### The metal 1 layer

Supply wires on this layer in grey.
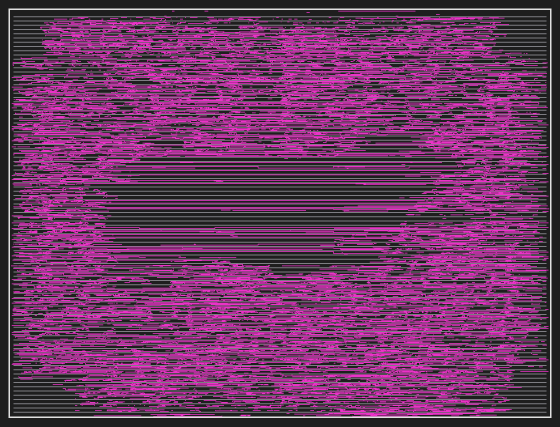
### Clock routing

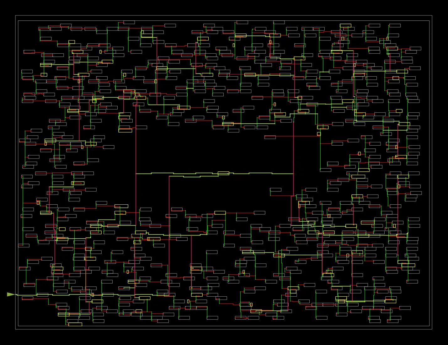
### Sequential cells coloured by netlist name

Other sequential cells in the stronger grey, the rest of the logic in the fainter grey.
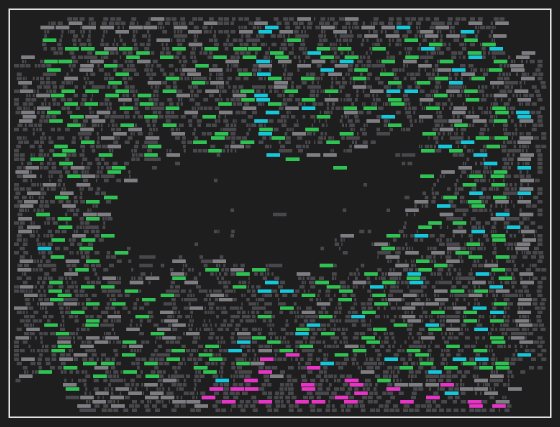
### PDN straps and rails

Pins as bars on the die edge.
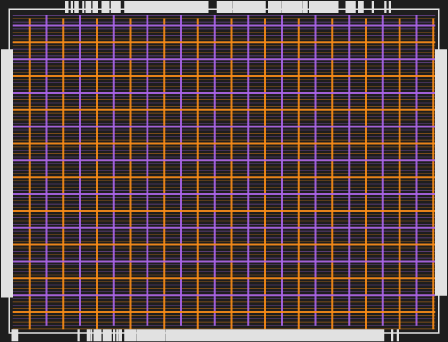
==> config.mk <==
export PLATFORM = sky130hd
export DESIGN_NAME = cacheline_burst_adapter
export DESIGN_NICKNAME = d
export VERILOG_FILES = /design/src/rtl/cacheline_burst_adapter_pkg.sv /design/src/rtl/cacheline_burst_adapter.sv
export SDC_FILE = /design/constraint.sdc
export NUM_CORES = 2
export LEC_CHECK = 0
export ABC_AREA = 0
export CORE_ASPECT_RATIO = 0.75
export CORE_MARGIN = 2
export CORE_UTILIZATION = 36
export DETAILED_ROUTE_END_ITERATION = 12
export PLACE_DENSITY = 0.62
export SLEW_MARGIN = 5
export SYNTH_ARGS = -nofsm -noshare
export SYNTH_HDL_FRONTEND = slang
export SYNTH_SLANG_ARGS = --single-unit
==> constraint.sdc <==
create_clock -name clk -period 18.1 [get_ports clk]
set_input_delay 1.81 -clock clk [delete_from_list [all_inputs] [get_ports clk]]
set_output_delay 1.81 -clock clk [all_outputs]
set_load 0.1 [all_outputs]
==> ds_physical_params.txt <==
Table: implementation figures

Parameter                              Value

Drt
  Number of remaining DRC errors .................. 0
  Post-detailed-route wirelength per cell .................. around 30 µm
  Average via count per standard cell .................. just under 6
  Violation tally from detailed-route iteration zero .................. 3,217
  Initial DRT Pass Iterations .................. 6
  DRT antenna net count .................. 0

Logic synthesis
  Leading area contributor after synthesis .................. dfrtp_1
  List of most frequent post-synthesis cells .................. dfrtp_1 (611), nand2_1 (356), a21oi_1 (305), o21ai_0 (301), clkbuf_1 (255)
  Synth cell types .................. approximately 60
  Number of synthesis warnings .................. 0
  Cell total in the yosys stat output .................. 3,216
  Post-synthesis cell area .................. 31,500 µm²
  Yosys top cell by instances .................. dfrtp_1
  Number of enable flip-flop cells .................. 0
  Mean cell area of the mapped netlist .................. roughly 9.8 µm²
  Sequential-to-total area share from yosys stat .................. 0.486
  Number of flip-flops and latches in the synthesized netlist .................. about 600
  Gate Count Post-Synth .................. 3,216
  Proportion of netlist area held by the largest area contributor .................. 0.486
  Dominant Register Cell .................. dfrtp_1
  Post-synth area from yosys stat .................. 31,500 µm²
  Async S/R FF share, synth .................. 1.00

Job
  Number of warning messages in the logs .................. roughly 46
  Number of maximum-capacitance constraint violations .................. 0

Timing
  Highest clock rate .................. 0.143 GHz
  Transition at the pin with the smallest max-transition slack .................. between 1 and 1.5 ns
  Max transition margin .................. 0.0264
  Unrepaired setup endpoints after global routing .................. false
  Fin Setup TNS .................. 0 ns
  Fin crit period .................. ~7 ns
  Hold violation total from the final report .................. 0
  Worst clock skew on the final layout .................. roughly 0.026 ns
  Final setup violation count .................. 0
  Final tally of max-slew violations .................. 0
  Part of the cycle the worst path needs .................. 0.388

Placement
  GPL Wtd Cong .................. between 0.9 and 1
  Final HPWL from detailed placement .................. 100,000 µm
  Count of input and output buffers .................. 734

Setup path
  WP data arrival .................. roughly 7.5 ns
  Kind of end point of the critical path .................. flop
  Startpoint types .................. primary input
  Critical path class .................. primary input to flop
  Flop2flop setup slack .................. 12.22 ns
  Data required time at the worst endpoint .................. between 15 and 20 ns
  R2r worst-path depth .................. 9
  CP max FO .................. 36

Pwr
  Cell internal power dissipation .................. 0.00408 W
  Combinational power share .................. 0.553
  Total net switching power .................. about 0.0037 W
  Leakage dissipation .................. roughly 18 nW
  Fraction of power consumed by sequential logic .................. 0.260
  Net Sw Frac .................. 0.475
  Part of the total power dissipated in the clock network .................. 0.187
  Pwr/cell area .................. between 150 and 200 nW/µm²

Floorplanning
  Top-level port count .................. roughly 750
  Overall die width .................. approximately 350 µm
  Share of the core filled by cells before placement .................. 0.365
  Number of core rows .................. 93
  Total die area .................. around 90,000 µm²

GRT
  Gr usage total .................. 0.318
  Maximum number of pins on one net before global-route repair .................. ~280
  Overall overflow remaining after global route .................. 0
  Antenna violations before repair .................. 29
  Global-route wire length before repair .................. 208,000 µm
  Via count of the first global-routing pass .................. 27,700

Clock tree
  CTS tree .................. done
  Post-CTS Setup Bufs .................. 0
  CTS root buf .................. clkbuf_16
  Number of buffers added to fix hold violations after cts .................. 0
  Clock slew at the register clock pins of the worst setup and hold paths .................. ~0.06 ns
  Post-cts gate resize count .................. 0
  Number of H-tree levels .................. 3
  Maximum buffer depth of the clock tree .................. 3
  TritonCTS Buffers .................. approximately 68

Min path
  HP Class .................. flop to flop
  Worst Hold Path Cells .................. 2

Final layout
  Number of nets at the end of the flow .................. just over 4,000
  Proportion of layout cells with a drive suffix above 1 .................. 0.0913
  Area delta synth->final .................. 32.5%

Status
  Result of the run .................. completed
## Picture notes: 'The metal 1 layer'
- longest straight run: 250 µm
- share of all routed wire: 44%
- main direction: horizontal
Detailed Route WL: 148,000 µm
global routing usage on met1: 0.454
number of vias after detailed routing: 29,300

## Picture notes: 'Clock routing'
latest clock arrival within the worst-skew pair: 0.62 ns
clock tree sinks: 611

## Picture notes: 'Sequential cells coloured by netlist name'
- bmem_addr: magenta (sequential cells 27)
- line_q: green (sequential cells 256; where widely spread)
- bmem_wdata: cyan (sequential cells 64)
register area: 15,300 µm²
power in sequential cells: 0.00202 W
core utilization of the finished layout: 0.483

## Picture notes: 'PDN straps and rails'
- VSS: orange
- VDD: purple
- rows: 93
- met4 straps: 25
- signal pins: 745
- met1 rails: 94
- met5 straps: 18
Core Box Area: 86,200 µm²
die y size: 260 µm
Peak supply drop: 132 µV

-- cell usage in the layout, fill, tap and decap left out, drive strengths merged, types with 10 or more instances in the layout --
| master | n |
|---|---|
| a211oi | 19 |
| mux2 | 31 |
| nor2 | 95 |
| clkbuf | 99 |
| nand2 | 356 |
| dfrtp | 611 |
| o21ai | 304 |
| clkinv | 13 |
| and2 | 44 |
| o221a | 102 |
| a21o | 140 |
| nor2b | 247 |
| diode | 21 |
| o32ai | 65 |
| mux2i | 64 |
| xor2 | 23 |
| o221ai | 15 |
| a22o | 118 |
| nor4 | 10 |
| a21oi | 305 |
| inv | 32 |
| buf | 78 |
| a221o | 188 |
| clkdlybuf4s50 | 728 |
-- metal layers --
metal  GRT usage  part of all wire
met1       0.454              0.44
met2       0.425              0.40
met3       0.147              0.13
met4      0.0910             0.027
met5           0           0.00064
-- worst max-delay path: stages --
cell             delay, ns
clkdlybuf4s50_1       0.45
xor2_1                0.15
or4_1                 0.55
nor4_1                0.73
nand2_1               0.37
o211a_4               0.53
inv_2                 0.64
buf_4                 0.69
mux2i_1               1.16
o32ai_1               0.24
-- power by group through the flow --
stage	Clock, W	Combinational, W	Sequential, W
finish	0.00145	0.00430	0.00202
global route	0.00153	0.00455	0.00207
CTS	0.00147	0.00423	0.00201
detailed placement	0	0.00421	0.00202
global placement	0	0.00418	0.00202
floorplan	0	0.00226	0.00257
-- stage by stage --
stage | setup WS (ns) | power [W] | hold WS (ns) | std cells | instance area [µm²]
after floorplan | 7.95 | 0.00482 | 0.472 | 3220 | 31500
after global placement | 10.69 | 0.00619 | 0.462 | 4806 | 39400
after detailed placement | 10.70 | 0.00623 | 0.469 | 4806 | 39400
after CTS | 11.36 | 0.00771 | 0.483 | 4928 | 41600
after global routing | 10.98 | 0.00814 | 0.497 | 4943 | 41700
final | 11.08 | 0.00777 | 0.476 | 4949 | 41700
-- area by class of cell --
type                       instances  area, µm²
sequential                       611      15300
timing repair buffer             806       7900
multi-input combinational       2219      14700
inverter                          30        116
clock inverter                    23        302
tap                             1140       1430
fill                            8170      44500
clock buffer                      99       1940
antenna                           21       52.6
-- kinds of logic (layout without fill, tap and decap cells) --
| group | after synthesis | count (layout) | synth area share |
|---|---|---|---|
| flops | 611 | 611 | 0.486 |
| compound gates | 1284 | 1284 | 0.293 |
| simple gates | 800 | 800 | 0.126 |
| buf+inv | 390 | 958 | 0.0534 |
| xor+xnor | 28 | 28 | 0.00779 |
| other cells | 1 | 26 | 0.000119 |
| fa+ha+maj | 7 | 7 | 0.00278 |
| mux | 95 | 95 | 0.0315 |
Power figures rest on the tool's default switching activity, not on a simulated workload.
